**src/rtl/acl_spi_scheduler.sv**
```systemverilog
// ADXL362 transaction sequencer: power-up wait, DEVID check, filter/power config,
// then periodic 6-byte X/Y/Z burst reads through a start/done byte engine.
module acl_spi_scheduler #(
  parameter int unsigned PWRUP_TICKS  = 24000,
  parameter int unsigned PERIOD_TICKS = 40000,
  parameter logic [7:0]  FILTER_CFG   = 8'h13,
  parameter int unsigned ID_RETRIES   = 3
) (
  input  logic        iclk,
  input  logic        rst,
  output logic        xfer_start,
  output logic [7:0]  xfer_tx,
  output logic        xfer_last,
  input  logic        xfer_busy,
  input  logic        xfer_done,
  input  logic [7:0]  xfer_rx,
  output logic [15:0] x_raw,
  output logic [15:0] y_raw,
  output logic [15:0] z_raw,
  output logic        sample_valid,
  output logic        init_done,
  output logic        id_err,
  output logic        overrun
);

  localparam int unsigned MaxTicks = (PWRUP_TICKS > PERIOD_TICKS) ? PWRUP_TICKS : PERIOD_TICKS;
  localparam int unsigned CntW     = $clog2(MaxTicks + 1);
  localparam int unsigned RetryW   = $clog2(ID_RETRIES + 1);

  typedef enum logic [2:0] {
    StPwrup, StId, StFlt, StPwr, StRun, StRd, StPublish, StFault
  } state_e;

  state_e              state_q, state_d;
  logic [CntW-1:0]     cnt_q, cnt_d;
  logic [2:0]          idx_q, idx_d;
  logic                pend_q, pend_d;
  logic [RetryW-1:0]   retry_q, retry_d;
  logic [4:0][7:0]     rd_q, rd_d;
  logic                xfer_start_q, xfer_start_d;
  logic [7:0]          xfer_tx_q, xfer_tx_d;
  logic                xfer_last_q, xfer_last_d;
  logic [15:0]         x_raw_q, x_raw_d, y_raw_q, y_raw_d, z_raw_q, z_raw_d;
  logic                sample_valid_q, sample_valid_d;
  logic                init_done_q, init_done_d;
  logic                id_err_q, id_err_d;
  logic                overrun_q, overrun_d;

  logic       byte_st, running, tick, frame_last;
  logic [7:0] frame_tx;

  always_comb begin
    frame_tx   = 8'h00;
    frame_last = 1'b0;
    unique case (state_q)
      StId: begin
        frame_tx   = (idx_q == 3'd0) ? 8'h0B : 8'h00;
        frame_last = (idx_q == 3'd2);
      end
      StFlt: begin
        frame_tx   = (idx_q == 3'd0) ? 8'h0A : (idx_q == 3'd1) ? 8'h2C : FILTER_CFG;
        frame_last = (idx_q == 3'd2);
      end
      StPwr: begin
        frame_tx   = (idx_q == 3'd0) ? 8'h0A : (idx_q == 3'd1) ? 8'h2D : 8'h02;
        frame_last = (idx_q == 3'd2);
      end
      StRd: begin
        frame_tx   = (idx_q == 3'd0) ? 8'h0B : (idx_q == 3'd1) ? 8'h0E : 8'h00;
        frame_last = (idx_q == 3'd7);
      end
      default: ;
    endcase
  end

  always_comb begin
    state_d        = state_q;
    cnt_d          = cnt_q;
    idx_d          = idx_q;
    pend_d         = pend_q;
    retry_d        = retry_q;
    rd_d           = rd_q;
    xfer_start_d   = 1'b0;
    xfer_tx_d      = 8'h00;
    xfer_last_d    = 1'b0;
    x_raw_d        = x_raw_q;
    y_raw_d        = y_raw_q;
    z_raw_d        = z_raw_q;
    sample_valid_d = 1'b0;
    init_done_d    = init_done_q;
    id_err_d       = id_err_q;
    overrun_d      = overrun_q;

    byte_st = (state_q == StId) || (state_q == StFlt) || (state_q == StPwr) || (state_q == StRd);
    running = (state_q == StRun) || (state_q == StRd) || (state_q == StPublish);
    tick    = running && (cnt_q == CntW'(PERIOD_TICKS - 1));

    if (running) begin
      cnt_d = tick ? '0 : cnt_q + CntW'(1);
      // A tick during an in-flight read is dropped; that frame still completes.
      if (tick && (state_q != StRun)) overrun_d = 1'b1;
    end

    if (byte_st && !pend_q && !xfer_busy) begin
      xfer_start_d = 1'b1;
      xfer_tx_d    = frame_tx;
      xfer_last_d  = frame_last;
      pend_d       = 1'b1;
    end

    case (state_q)
      StPwrup: begin
        if (cnt_q == CntW'(PWRUP_TICKS - 1)) begin
          state_d = StId;
          cnt_d   = '0;
          idx_d   = 3'd0;
        end else begin
          cnt_d = cnt_q + CntW'(1);
        end
      end
      StRun: begin
        if (tick) begin
          state_d = StRd;
          idx_d   = 3'd0;
        end
      end
      StPublish: state_d = StRun;
      default: ;
    endcase

    if (byte_st && pend_q && xfer_done) begin
      pend_d = 1'b0;
      idx_d  = idx_q + 3'd1;
      if (frame_last) idx_d = 3'd0;
      unique case (state_q)
        StId: begin
          if (frame_last) begin
            if (xfer_rx == 8'hAD) begin
              state_d = StFlt;
            end else if (retry_q == RetryW'(ID_RETRIES - 1)) begin
              state_d  = StFault;
              id_err_d = 1'b1;
            end else begin
              retry_d = retry_q + RetryW'(1);
              state_d = StPwrup;
              cnt_d   = '0;
            end
          end
        end
        StFlt: if (frame_last) state_d = StPwr;
        StPwr: begin
          if (frame_last) begin
            state_d     = StRun;
            init_done_d = 1'b1;
            cnt_d       = '0;
          end
        end
        StRd: begin
          if (frame_last) begin
            x_raw_d        = {rd_q[1], rd_q[0]};
            y_raw_d        = {rd_q[3], rd_q[2]};
            z_raw_d        = {xfer_rx, rd_q[4]};
            sample_valid_d = 1'b1;
            state_d        = StPublish;
          end else if (idx_q >= 3'd2) begin
            rd_d[idx_q - 3'd2] = xfer_rx;
          end
        end
        default: ;
      endcase
    end
  end

  always_ff @(posedge iclk) begin
    if (rst) begin
      state_q        <= StPwrup;
      cnt_q          <= '0;
      idx_q          <= 3'd0;
      pend_q         <= 1'b0;
      retry_q        <= '0;
      rd_q           <= '0;
      xfer_start_q   <= 1'b0;
      xfer_tx_q      <= 8'h00;
      xfer_last_q    <= 1'b0;
      x_raw_q        <= 16'h0000;
      y_raw_q        <= 16'h0000;
      z_raw_q        <= 16'h0000;
      sample_valid_q <= 1'b0;
      init_done_q    <= 1'b0;
      id_err_q       <= 1'b0;
      overrun_q      <= 1'b0;
    end else begin
      state_q        <= state_d;
      cnt_q          <= cnt_d;
      idx_q          <= idx_d;
      pend_q         <= pend_d;
      retry_q        <= retry_d;
      rd_q           <= rd_d;
      xfer_start_q   <= xfer_start_d;
      xfer_tx_q      <= xfer_tx_d;
      xfer_last_q    <= xfer_last_d;
      x_raw_q        <= x_raw_d;
      y_raw_q        <= y_raw_d;
      z_raw_q        <= z_raw_d;
      sample_valid_q <= sample_valid_d;
      init_done_q    <= init_done_d;
      id_err_q       <= id_err_d;
      overrun_q      <= overrun_d;
    end
  end

  assign xfer_start   = xfer_start_q;
  assign xfer_tx      = xfer_tx_q;
  assign xfer_last    = xfer_last_q;
  assign x_raw        = x_raw_q;
  assign y_raw        = y_raw_q;
  assign z_raw        = z_raw_q;
  assign sample_valid = sample_valid_q;
  assign init_done    = init_done_q;
  assign id_err       = id_err_q;
  assign overrun      = overrun_q;

endmodule

```
**config.mk**
```make
export PLATFORM = sky130hd
export DESIGN_NAME = acl_spi_scheduler
export DESIGN_NICKNAME = d
export VERILOG_FILES = /design/src/rtl/acl_spi_scheduler.sv
export SDC_FILE = /design/constraint.sdc
export NUM_CORES = 1
export LEC_CHECK = 0
export CAP_MARGIN = 20
export CORE_ASPECT_RATIO = 0.75
export CORE_MARGIN = 10
export CORE_UTILIZATION = 40
export CTS_BUF_LIST = sky130_fd_sc_hd__clkbuf_4
export DETAILED_ROUTE_END_ITERATION = 10
export PLACE_DENSITY_LB_ADDON = 0.2
export SYNTH_ARGS = -nofsm -noshare
export SYNTH_HDL_FRONTEND = slang
export SYNTH_SLANG_ARGS = --single-unit
```
**constraint.sdc**
```tcl
create_clock -name iclk -period 2.8 [get_ports iclk]
set_input_delay 0.42 -clock iclk [delete_from_list [all_inputs] [get_ports iclk]]
set_output_delay 0.42 -clock iclk [all_outputs]
set_load 0.005 [all_outputs]
```
Met1 routing:
Scale bar: 50 µm.
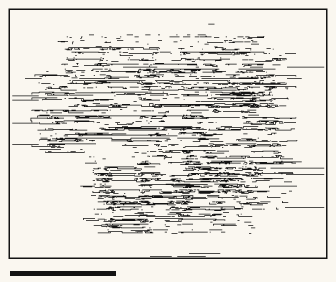
longest straight run = 35.4 µm
main direction = horizontal
wire length on this layer = 6,060 µm
share of all routed wire = 47%
nets with wire on the layer = 619

Met2 routing:
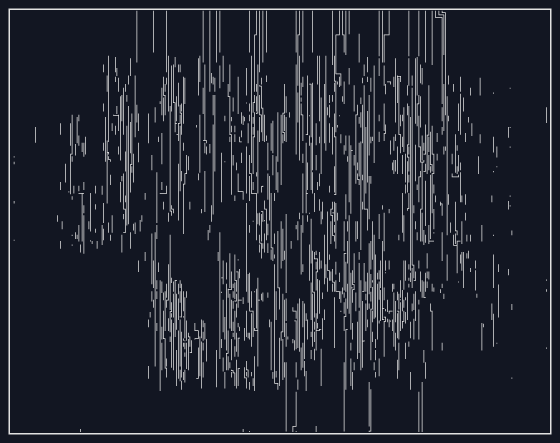
nets with wire on the layer = 544
longest straight run = 49.1 µm
main direction = vertical
share of all routed wire = 46%
DR vias: 4,225
DRT Wirelength: 12,870 µm

==> impl_metrics.yaml <==
# yosys + openroad results
final_timing:
  tns_ps: 0
  worstMarginPinSlew_ps: 949.7
  setup_viol: 0
  fin_hold_ws_ps: 277.0
  slew_headroom_pct: 36.68
finish:
  fillers: 1189
  final_cells: 827
  fin_nets: 665
  area_growth_pct: 22.91
  nonClockBufferCount: 85
  clock_tree_area_fraction_pct: 4.494
  sh_comb_area_pct: 38.17
  seq_share_pct: 40.31
clocking:
  cts_sinks: 125
  postCtsHoldBufs: 0
  cts_made_buffers: 17
status:
  status: "finished clean"
logic_synthesis:
  yosys-top-cells-count: "125 x dfxtp_1, 112 x nand2_1, 71 x nor2_1, 67 x a21oi_1, 43 x mux2i_1"
  top_cell: "dfxtp_1"
  netlist_area_um2: 5051
  top_area_cell: "dfxtp_1"
  mux_area_share_pct: 8.744
floorplanning:
  core_area_um2: 12310
  io_pins: 74
  dieArea_um2: 17570
worst_setup_path:
  cp_data_required_time_ps: 3180
  cp-endpoint: "y_raw[9]"
  path_class: "flip-flop to flip-flop"
  worstReg2RegEnd: "y_raw[9]"
pwr:
  power_density_nw_per_um2: 501.0
  p_leak_nw: 2.235
placed_design:
  place_ws_ps: 334.0
The metal 3 layer:
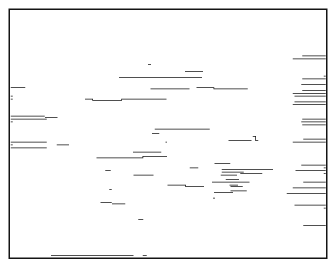
longest straight run = 39.1 µm
share of all routed wire = 6.1%
nets with wire on the layer = 58
met3 Use GR: 4.648%

Port wiring:
Scale bar: 50 µm.
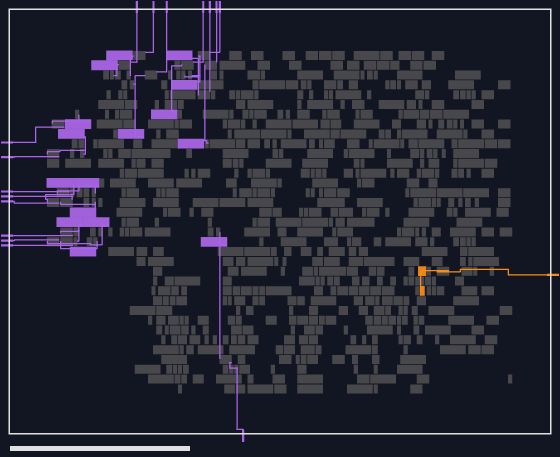
orange -> xfer_done  # bits 1, direction input, end cells 2, buffers 1, wire 46.9 µm
purple -> x_raw  # bits 16, direction output, end cells 16, buffers 16, wire 525 µm

-- worst max-delay path, stage by stage (launching register included) --
cell and delay, ps:
dfxtp_1 580, ha_1 230, ha_1 170, nand4b_1 250, or2_2 730, nand2_1 210
a21oi_1 80
-- routing by layer --
metal  GRT usage, %  part of all wire [%]
met4          4.485                  0.92
met1          18.68                    47
met2          22.64                    46
met5              0                     0
met3          4.648                   6.0
-- cell usage in the layout (no fill, tap or decap), drive strengths merged, types with 12 or more instances in the layout --
master and count:
inv 18, buf 15, clkdlybuf4s50 70, clkbuf 17
nand2 112, dfxtp 125, nand3 12, a21oi 68
nor2 72, mux2i 43
-- power by group --
part	total [mW]	leakage [nW]	internal, mW	switching [mW]
combinational	0.0874	1.09	0.0317	0.0556
sequential	1.79	1.01	1.78	0.00453
clock	1.24	0.143	0.470	0.767
Power is estimated from default activity; no workload was simulated.
